<file path="config.mk">
export PLATFORM = sky130hd
export DESIGN_NAME = fetch_sequencer
export DESIGN_NICKNAME = d
export VERILOG_FILES = /design/src/rtl/cpu_pkg.sv /design/src/rtl/next_pc_unit.sv /design/src/rtl/fetch_sequencer.sv
export SDC_FILE = /design/constraint.sdc
export NUM_CORES = 1
export LEC_CHECK = 0
export CORE_ASPECT_RATIO = 1.75
export CORE_MARGIN = 1
export CORE_UTILIZATION = 51
export DETAILED_ROUTE_END_ITERATION = 10
export HOLD_SLACK_MARGIN = 0.05
export PLACE_DENSITY_LB_ADDON = 0.15
export SLEW_MARGIN = 20
export SYNTH_ARGS = -nofsm -noshare
export SYNTH_HDL_FRONTEND = slang
export SYNTH_SLANG_ARGS = --single-unit
</file>
<file path="constraint.sdc">
create_clock -name clk -period 3.4 [get_ports clk]
set_clock_uncertainty 0.2 [all_clocks]
set_input_delay 0.68 -clock clk [delete_from_list [all_inputs] [get_ports clk]]
set_output_delay 0.68 -clock clk [all_outputs]
set_load 0.01 [all_outputs]
</file>
<file path="src/rtl/cpu_pkg.sv">
//------------------------------------------------------------------------------
// Module  : cpu_pkg
// Brief   : Shared types and constants for the 9-bit-ISA core.
// Rev     : 1.0
//------------------------------------------------------------------------------
`default_nettype none

package cpu_pkg;

    localparam int DEFAULT_PC_WIDTH = 10;

    typedef enum logic [2:0] {
        IDLE  = 3'd0,
        FETCH = 3'd1,
        EXEC  = 3'd2,
        MEM   = 3'd3,
        HALT  = 3'd4
    } seq_state_t;

    // Major opcodes and ALU sub-ops, shared with the decoder
    localparam logic [2:0] OP_ALU  = 3'b000;
    localparam logic [2:0] OP_LW   = 3'b001;
    localparam logic [2:0] OP_SW   = 3'b010;
    localparam logic [2:0] OP_JR   = 3'b011;
    localparam logic [2:0] OP_DONE = 3'b111;

    localparam logic [1:0] SUBOP_ADD  = 2'b00;
    localparam logic [1:0] SUBOP_SUB  = 2'b01;
    localparam logic [1:0] SUBOP_NAND = 2'b10;
    localparam logic [1:0] SUBOP_BEQ  = 2'b11;

endpackage

`default_nettype wire

</file>
<file path="src/rtl/next_pc_unit.sv">
//------------------------------------------------------------------------------
// Module  : next_pc_unit
// Brief   : Combinational next-PC: relative jump, skip-next, or sequential.
// Rev     : 1.0
//------------------------------------------------------------------------------
`default_nettype none

module next_pc_unit
    import cpu_pkg::*;
#(
    parameter int PC_WIDTH = DEFAULT_PC_WIDTH
) (
    input  logic [PC_WIDTH-1:0] i_pc,
    input  logic                i_jump,
    input  logic                i_branch_taken,
    input  logic [7:0]          i_imm,
    output logic [PC_WIDTH-1:0] o_next_pc
);

    logic [PC_WIDTH-1:0] w_imm_ext;

    assign w_imm_ext = {{(PC_WIDTH-8){i_imm[7]}}, i_imm};

    // All sums are taken modulo 2^PC_WIDTH, so wrap-around is free
    always_comb begin
        if (i_jump) begin
            o_next_pc = i_pc + w_imm_ext;
        end else if (i_branch_taken) begin
            o_next_pc = i_pc + PC_WIDTH'(2);
        end else begin
            o_next_pc = i_pc + PC_WIDTH'(1);
        end
    end

endmodule

`default_nettype wire

</file>
<file path="src/rtl/fetch_sequencer.sv">
//------------------------------------------------------------------------------
// Module  : fetch_sequencer
// Brief   : Multi-cycle fetch/execute/memory control FSM owning the core PC.
// Rev     : 1.0
//------------------------------------------------------------------------------
`default_nettype none

module fetch_sequencer
    import cpu_pkg::*;
#(
    parameter int                  PC_WIDTH  = DEFAULT_PC_WIDTH,
    parameter logic [PC_WIDTH-1:0] START_PC  = '0,
    parameter int                  CNT_WIDTH = 16
) (
    input  logic                 clk,
    input  logic                 reset_n,
    input  logic                 start,
    output logic [PC_WIDTH-1:0]  pc,
    output logic                 ir_load,
    input  logic                 dec_jump,
    input  logic                 dec_branch,
    input  logic [7:0]           dec_imm,
    input  logic                 dec_mem_read,
    input  logic                 dec_mem_write,
    input  logic                 dec_done,
    input  logic                 alu_zero,
    output logic                 commit,
    output logic                 mem_req,
    input  logic                 mem_ack,
    output logic                 busy,
    output logic                 halted,
    output logic [CNT_WIDTH-1:0] cycle_count
);

    seq_state_t           state_q, state_d;
    logic [PC_WIDTH-1:0]  pc_q, pc_d;
    logic [CNT_WIDTH-1:0] cnt_q, cnt_d;
    logic                 ir_load_q, ir_load_d;
    logic                 mem_req_q, mem_req_d;
    logic                 busy_q, busy_d;
    logic                 halted_q, halted_d;

    logic [PC_WIDTH-1:0]  w_next_pc;
    logic                 w_branch_taken;
    logic                 w_busy_state;

    assign w_branch_taken = dec_branch & alu_zero;
    assign w_busy_state   = (state_q == FETCH) || (state_q == EXEC) || (state_q == MEM);

    next_pc_unit #(
        .PC_WIDTH (PC_WIDTH)
    ) u_next_pc (
        .i_pc           (pc_q),
        .i_jump         (dec_jump),
        .i_branch_taken (w_branch_taken),
        .i_imm          (dec_imm),
        .o_next_pc      (w_next_pc)
    );

    always_comb begin
        state_d = state_q;
        pc_d    = pc_q;
        cnt_d   = cnt_q;
        commit  = 1'b0;

        if (w_busy_state && (cnt_q != '1)) begin
            cnt_d = cnt_q + 1'b1;
        end

        case (state_q)
            IDLE, HALT: begin
                if (start) begin
                    state_d = FETCH;
                    pc_d    = START_PC;
                    cnt_d   = '0;
                end
            end
            FETCH: state_d = EXEC;
            EXEC: begin
                // DONE outranks every other decoder flag
                if (dec_done) begin
                    state_d = HALT;
                end else if (dec_mem_read || dec_mem_write) begin
                    state_d = MEM;
                end else begin
                    commit  = 1'b1;
                    pc_d    = w_next_pc;
                    state_d = FETCH;
                end
            end
            MEM: begin
                if (mem_ack) begin
                    commit  = 1'b1;
                    pc_d    = w_next_pc;
                    state_d = FETCH;
                end
            end
            default: state_d = IDLE;
        endcase

        // Moore outputs are registered from the state being entered
        ir_load_d = (state_d == FETCH);
        mem_req_d = (state_d == MEM);
        busy_d    = (state_d == FETCH) || (state_d == EXEC) || (state_d == MEM);
        halted_d  = (state_d == HALT);
    end

    always_ff @(posedge clk or negedge reset_n) begin
        if (!reset_n) begin
            state_q   <= IDLE;
            pc_q      <= START_PC;
            cnt_q     <= '0;
            ir_load_q <= 1'b0;
            mem_req_q <= 1'b0;
            busy_q    <= 1'b0;
            halted_q  <= 1'b0;
        end else begin
            state_q   <= state_d;
            pc_q      <= pc_d;
            cnt_q     <= cnt_d;
            ir_load_q <= ir_load_d;
            mem_req_q <= mem_req_d;
            busy_q    <= busy_d;
            halted_q  <= halted_d;
        end
    end

    assign pc          = pc_q;
    assign ir_load     = ir_load_q;
    assign mem_req     = mem_req_q;
    assign busy        = busy_q;
    assign halted      = halted_q;
    assign cycle_count = cnt_q;

endmodule

`default_nettype wire
</file>
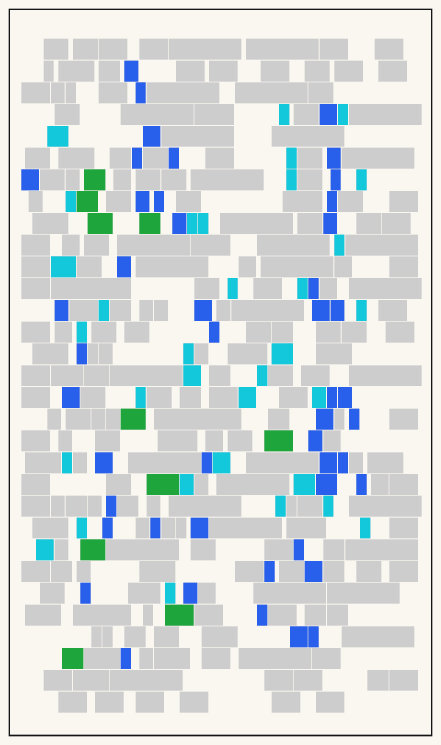
(run_1/gate_families.png)
Drawn at 8 px/um.
legend:
  blue:
    family: NAND gates
    cells: 47
    most_used: nand2_1
  green:
    family: AND-OR and OR-AND gates
    cells: 10
    most_used: a21o_1
  cyan:
    family: NOR gates
    cells: 33
    most_used: nor2_1

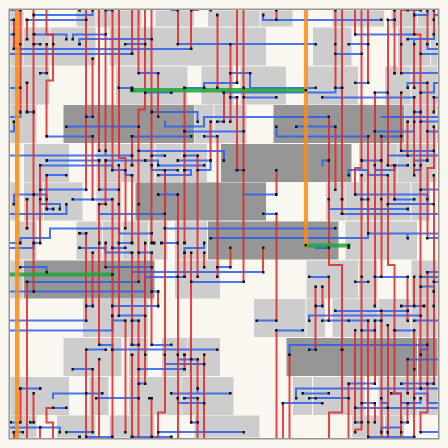
(run_1/zoom.png)
Region (11, 12) to (41, 42) um. Cells in grey, sequential cells in the stronger grey; small squares are vias.
legend:
  green:
    layer: met3
  red:
    layer: met2
  orange:
    layer: met4
  blue:
    layer: met1
sequential cells in the window: 7
netlist names of flops here include: pc (3), cycle_count (2)
most frequent: nand2_1 (8), dfrtp_1 (7)
cells with their middle in the window: 72

==> out/metrics.yaml, run 1 <==
synthesis:
  synth.distinct_cells: 59
  synth_area_mm2: 0.00229
  postSynth.asyncResetShare_pct: 100
  synth.cellmix.compoundShare_pct: 20.1
  edf_count: 0
  ys_sh_simple_pct: 22.2
  ys.flop_type: "dfrtp_1"
  adder_share_pct: 7.44
  ys_sh_mux_pct: 2.30
  ys_seq_share_pct: 36.1
  synthCells: 247
  yosys-stat-cells: 247
  synth_flops: 33
  xor_area_share_pct: 8.04
  ys_area_mm2: 0.00229
  syn_nets: 278
  yosysWarnings: 0
  topCombFamilyByArea: "simple AND/OR/NAND/NOR gates"
  avgSynthCellArea_um2: 9.26
worst_setup_path:
  path_cells: "clkdlybuf4s50_1 -> nor4_1 -> a21oi_1 -> nor2_1 -> clkdlybuf4s50_1"
  path_buffers: 2
  regToRegSetupSlack_ns: 0.82
  required_ns: 2.52
  cpPeakStageDelay_ns: 0.58
  critical_path.most_common_cell: "clkdlybuf4s50_1"
  end_kind: "primary output"
  startpoint: "dec_done"
  critPathArrivalTime_ns: 2.24
  worstPathMaxFanout: 4
  worstSetupStartpointType: "input port"
  worstSetupPathType: "input port to primary output"
grt:
  grt_pass1_vias: 2094
  grt_overflow: 0
  grt_use_total_pct: 25.4
  antenna_found_initial: 0
  grt_pass1_wl_um: 9180
  grt_max_degree: 34
clocking:
  cts_buffers: 5
  cts-htree-levels: 2
  numClockSinks: 33
  clkTransAtPathRegs_ns: 0.06
  root_buffer: "clkbuf_8"
  cts.repair.resized: 0
  post_cts_buffers: 0
  cts_tree: "yes"
  cts_hold_buf: 0
power_and_ir_drop:
  powerDensity_mw_per_mm2: 689
  ir_drop_uv: 497
  p_leak_uw: 0.00128
  total_power_uw: 2010
sta:
  fin_crit_sh_pct: 91.8
  finalHoldViolations: 0
  max_freq_ghz: 0.320
  finalCriticalPeriod_ns: 3.12
  slew_viol_final: 0
  worst_slew_pin_slew_ns: 0.812
  relSlewSlack_pct: 45.5
  setup_viol: 0
  fin_setup_tns_ns: 0
  rsz0062_at_grt: "no"
die:
  core_mm2: 0.00423
  die-width_um: 52.6
  fp_util_pct: 54.1
  io_pins: 49
  rows: 31
  fp.dieH_um: 90.6
finish:
  num_antenna_cells: 0
  drive_gt1_share_pct: 8.39
  fin_nets: 328
  area_growth_pct: 27.3
routing:
  routed_via_density: 5.88
  drt_wl_total_um: 5320
  drc: 0
  vias: 2041
  ant_nets: 0
  first_iter_violations: 29
  drtPass1Iterations: 4
  wl_per_cell_um: 15.3
placed_design:
  hpwl_um: 4090
  gp_congestion: 0.798
  port_buffers: 48
min_path:
  hold_path.startpoint: "pc[9]"
  hold_path.class: "flop to flop"
outcome:
  status: "finished, final reports clean"
run:
  drv_cap: 0
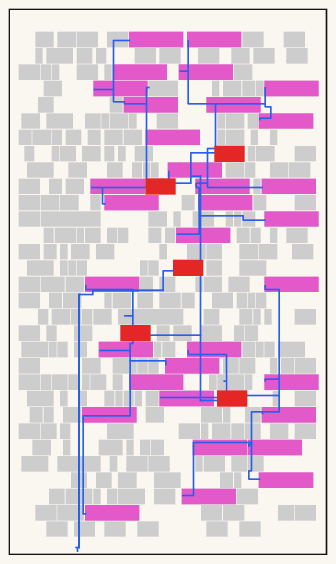
(run_1/clock_map.png)
Drawn at 6 px/um.
legend:
  blue:
    item: clock wires
    length: 452 um
  magenta:
    item: flip-flops
    count: 33
  red:
    item: cells driving clock nets
    count: 5
routed clock nets: 6

==> run 1: logic make-up (layout without fill, tap and decap cells) <==
family                   after synthesis  after routing
adder cells (fa/ha/maj)               13             13
AND/OR/NAND/NOR                       97             97
multiplexers                           5              5
flip-flops                            33             33
AND-OR/OR-AND                         62             62
buffers and inverters                 16             67
XOR/XNOR                              21             21
==> run 1: cells in the final DEF, fill, tap and decap left out, drive strengths merged, types with 5 or more instances in the layout <==
cell type	Yosys	final
xor2	14	14
clkdlybuf4s50	0	48
a21oi	11	11
nand4	7	7
clkbuf	5	7
inv	8	8
nor2	23	23
a21o	5	5
o21ai	13	13
nand3	11	11
o211ai	5	5
nand2	23	23
and2	6	6
nand2b	5	5
ha	12	12
dfrtp	33	33
xnor2	7	7
==> run 1: state kept, by name (all words and copies together), names as in the netlist <==
signal and count:
cycle_count 16, pc 10, state_q 3, busy 1, halted 1, ir_load 1
mem_req 1
==> run 1: worst min-delay path, delay by kind of cell, from the launching register on <==
family / cells / cell delay, ns
flip-flops: 1 / 0.38
AND/OR/NAND/NOR: 2 / 0.12
==> run 1: cell type report <==
type | count | area, um2
Tap cell | 49 | 61.3
Multi-Input combinational cell | 198 | 1380
Clock inverter | 1 | 30.0
Timing Repair Buffer | 51 | 503
Clock buffer | 7 | 86.3
Inverter | 8 | 30.0
Fill cell | 369 | 1320
Sequential cell | 33 | 826
==> run 1: report_power, final <==
part           switching (uW)  total, uW  leakage (uW)  internal (uW)
Clock                     144        383     0.0000585            239
Combinational             481        967      0.000775            486
Sequential                163        657      0.000444            494
==> run 1: stage by stage <==
step	hold slack (ns)	instance area [um2]	cells	setup WS (ns)	util, %
after global placement	0.312	2800	339	0.189	66.1
after CTS	0.341	2910	347	0.279	68.9
final	0.334	2910	347	0.279	68.9
after detailed placement	0.327	2800	339	0.127	66.1
after floorplan	0.184	2290	247	0.793	-
after global routing	0.372	2910	347	0.196	68.9
==> run 1: path summary, 6_finish.rpt <==
path                                  endpoint  depth (start not counted)
worst max register to register           pc[9]                          7
max in group asynchronous               halted                          2
min in group asynchronous       cycle_count[6]                          2
worst min-delay path                     pc[9]                          2
worst max-delay path                    commit                          5
worst min register to register           pc[9]                          2
==> run 1: routing by layer <==
metal / track usage, % / routed length (um) / up-vias
met3: 3.70 / 112 / 8
met4: 9.65 / 99 / 0
met5: 0 / 0 / -
met1: 27.1 / 2080 / 995
met2: 46.9 / 3030 / 39
li1: - / - / 999
==> run 1: synthesized netlist by cell type, types with 3 or more instances <==
library cell / n / share of area, %
and2_1: 5 / 1.4
clkbuf_1: 3 / 0.49
o21ai_0: 10 / 2.2
dfrtp_1: 33 / 36
a21oi_1: 11 / 2.4
inv_1: 8 / 1.3
xnor2_1: 7 / 2.7
mux2i_1: 3 / 1.3
a21o_1: 4 / 1.3
nor2_1: 23 / 3.8
nand4_1: 7 / 1.9
ha_1: 12 / 6.6
xor2_1: 14 / 5.4
nand2b_1: 5 / 1.4
nand3_1: 11 / 2.4
nor3b_1: 3 / 0.98
a31oi_1: 3 / 0.82
and4_1: 3 / 1.1
nand2_1: 23 / 3.8
o21bai_1: 3 / 0.98
o211ai_1: 5 / 1.6
nor2b_1: 3 / 0.82
==> run_1/wire_density.png <==
Drawn at 6 px/um. The die is cut into 11 by 18 equal tiles; white is low, dark blue is high, scaled to the fullest tile. Values are wire area over tile area, all layers added.
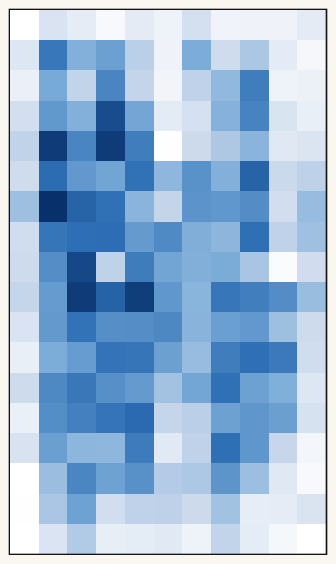

## Run 2: what changed since run 1
--- a/config.mk
+++ b/config.mk
@@ -5,9 +5,10 @@
 export SDC_FILE = /design/constraint.sdc
 export NUM_CORES = 1
 export LEC_CHECK = 0
+export ABC_AREA = 1
 export CORE_ASPECT_RATIO = 1.75
 export CORE_MARGIN = 1
-export CORE_UTILIZATION = 51
+export CORE_UTILIZATION = 52
 export DETAILED_ROUTE_END_ITERATION = 10
 export HOLD_SLACK_MARGIN = 0.05
 export PLACE_DENSITY_LB_ADDON = 0.15
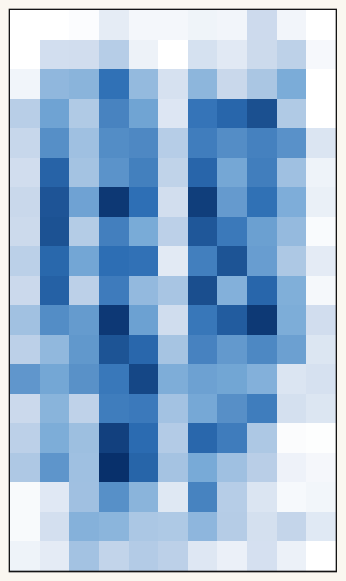
(run_2/wire_density.png)
Drawn at 6 px/um. The die is cut into 11 by 19 equal tiles; white is low, dark blue is high, scaled to the fullest tile. Values are wire area over tile area, all layers added.
fullest tile: 0.47
emptiest ninth of the die: lower right
nearly empty tiles: 5.3%

==> out/metrics.yaml, run 2 <==
die:
  rows: 32  # +3.2%
  io_pins: 49  # unchanged
  fp.dieH_um: 93.4  # +3.2%
  core_mm2: 0.00448  # +6.1%
  fp_util_pct: 55.4  # +1.3 points
clocking:
  root_buffer: "clkbuf_8"
  cts_tree: "yes"
  cts_buffers: 5  # unchanged
  cts.repair.resized: 0  # unchanged
  clkTransAtPathRegs_ns: 0.07  # about the same
  cts-htree-levels: 2  # unchanged
  cts_hold_buf: 0  # unchanged
  post_cts_buffers: 0  # unchanged
  numClockSinks: 33  # unchanged
routing:
  wl_per_cell_um: 12.6  # -18%
  drt_wl_total_um: 6110  # +15%
  vias: 2601  # +27%
  ant_nets: 0  # unchanged
  drc: 0  # unchanged
  drtPass1Iterations: 4  # unchanged
  routed_via_density: 5.39  # -8.4%
grt:
  antenna_found_initial: 0  # unchanged
  grt_use_total_pct: 27.5  # +2.1 points
  grt_overflow: 0  # unchanged
  grt_max_degree: 34  # unchanged
  grt_pass1_wl_um: 10300  # +13%
worst_setup_path:
  cpPeakStageDelay_ns: 0.53  # -0.05 ns
  worstPathMaxFanout: 4  # unchanged
  worstSetupStartpointType: "input port"
  worstSetupPathType: "input port to primary output"
  r2r_end: "pc[6]"
  path_cells: "clkdlybuf4s50_1 -> inv_1 -> nor2_1 -> a31oi_1 -> buf_4 -> inv_1 -> clkdlybuf4s50_1"
  end_kind: "primary output"
  crit_path_end: "commit"
  worst-r2r-cell-count: 11  # +4
  timing.rr.start: "pc[0]"
  regToRegSetupSlack_ns: 1.22  # +0.40 ns
  critPathArrivalTime_ns: 2.13  # -0.11 ns
  startpoint: "mem_ack"
synthesis:
  synth_flops: 33  # unchanged
  netlist.area_leader.share_pct: 33.2  # -2.9 points
  top_cell: "nand2_1"
  edf_count: 0  # unchanged
  yosys-stat-cells: 377  # +53%
  yosysWarnings: 0  # unchanged
  common_cells: "nand2_1, inv_1, nor2_1, nand3_1, dfrtp_1"
  synth_area_mm2: 0.00248  # +8.6%
  synth.distinct_cells: 30  # -49%
  yosys-top-cells-area: "dfrtp_1, nand2_1, inv_1"
  avgSynthCellArea_um2: 6.59  # -29%
  synthCells: 377  # +53%
  netlist.top_cell.by_area: "dfrtp_1"
  ys_seq_share_pct: 33.2  # -2.9 points
  ys.flop_type: "dfrtp_1"
power_and_ir_drop:
  powerDensity_mw_per_mm2: 660  # -4.2%
  p_leak_uw: 0.00157  # +23%
  ir_drop_uv: 426  # -14%
  total_power_uw: 2050  # +2.1%
sta:
  slew_viol_final: 0  # unchanged
  fin_hold_ws_ns: 0.330  # -0.00367 ns
  worst_slew_pin_slew_ns: 0.463  # -0.349 ns
  finalCriticalPeriod_ns: 3.01  # -0.114 ns
  fin_setup_tns_ns: 0  # unchanged
  rsz0062_at_grt: "no"
  relSlewSlack_pct: 68.9  # +23 points
  max_freq_ghz: 0.332  # +3.8%
  fin_crit_sh_pct: 88.5  # -3.3 points
  finalHoldViolations: 0  # unchanged
finish:
  final_cells: 483  # +39%
  drive_gt1_share_pct: 5.09  # -3.3 points
  final_area_mm2: 0.00310  # +6.5%
  fin_nets: 462  # +41%
  fillers: 412  # +12%
  largest_register_ffs: 16  # unchanged
  lay_top_count: "nand2_1"
  area_growth_pct: 24.8
  layout_top_cells: "nand2_1, inv_1, clkdlybuf4s50_1"
  num_antenna_cells: 0  # unchanged
placed_design:
  port_buffers: 48  # unchanged
  hpwl_um: 4740  # +16%
  placedCellCount: 475  # +40%
  gp_congestion: 0.886  # +11%
run:
  drv_cap: 0  # unchanged
outcome:
  status: "finished, final reports clean"
## run 2: netlist changes by cell type after synthesis, moves of 4 or more
cell | before | now
o21ai_0 | 10 | 17
and2_1 | 5 | 0
nand2_1 | 23 | 115
nand3_1 | 11 | 34
inv_1 | 8 | 64
nand2b_1 | 5 | 0
xor2_1 | 14 | 3
o211ai_1 | 5 | 0
nor3_1 | 2 | 9
nor2_1 | 23 | 37
a21oi_1 | 11 | 15
xnor2_1 | 7 | 1
## run 2: cell type report
class	instances	area [um2]	share of cell area, %
sequential	33	826	26.6
multi-input combinational	275	1380	44.6
timing repair buffer	51	503	16.2
clock buffer	8	80.1	2.58
inverter	65	244	7.87
tap	51	63.8	2.06
## run 2: logic make-up (layout without fill, tap and decap cells)
kind of cell	count (synthesis)	after routing	share of synthesized area [%]
XOR/XNOR	4	4	1.41
adder cells (fa/ha/maj)	13	13	6.85
AND-OR/OR-AND	45	45	10.6
flip-flops	33	33	33.2
buffers and inverters	69	124	11.1
AND/OR/NAND/NOR	213	213	36.8
## run 2: metal layers
metal | wire length (um) | track usage (%) | vias to the layer above
met2 | 3410 | 51.0 | 83
met5 | 0 | 0 | -
met4 | 211 | 16.9 | 0
li1 | - | - | 1298
met1 | 2280 | 26.1 | 1204
met3 | 198 | 3.58 | 16
## run 2: worst min path at each step
stage / slack, ns / cells past startpoint / from / to
finish: 0.33 / 1 / cycle_count[2] / cycle_count[2]
global route: 0.37 / 1 / cycle_count[2] / cycle_count[2]
CTS: 0.33 / 1 / cycle_count[2] / cycle_count[2]
detailed placement: 0.33 / 1 / cycle_count[2] / cycle_count[2]
global placement: 0.33 / 1 / cycle_count[2] / cycle_count[2]
floorplan: 0.18 / 0 / reset_n / busy
## run 2: critical path, delay by kind of cell
kind | cells | cell delay, ns
simple gates | 1 | 0.09
compound gates | 1 | 0.05
buf+inv | 5 | 1.31
## run 2: through the flow
| step | utilization (%) | setup WS, ns |
|---|---|---|
| floorplan | - | 1.25 |
| global placement | 67.4 | 0.391 |
| detailed placement | 67.4 | 0.400 |
| CTS | 69.1 | 0.388 |
| global route | 69.1 | 0.297 |
| finish | 69.1 | 0.392 |
## run 2: where the power goes
group / internal, uW / total [uW] / switching [uW]
Combinational: 470 / 1120 / 650
Clock: 145 / 290 / 144
Sequential: 501 / 637 / 136
Power and IR drop assume default switching activity.
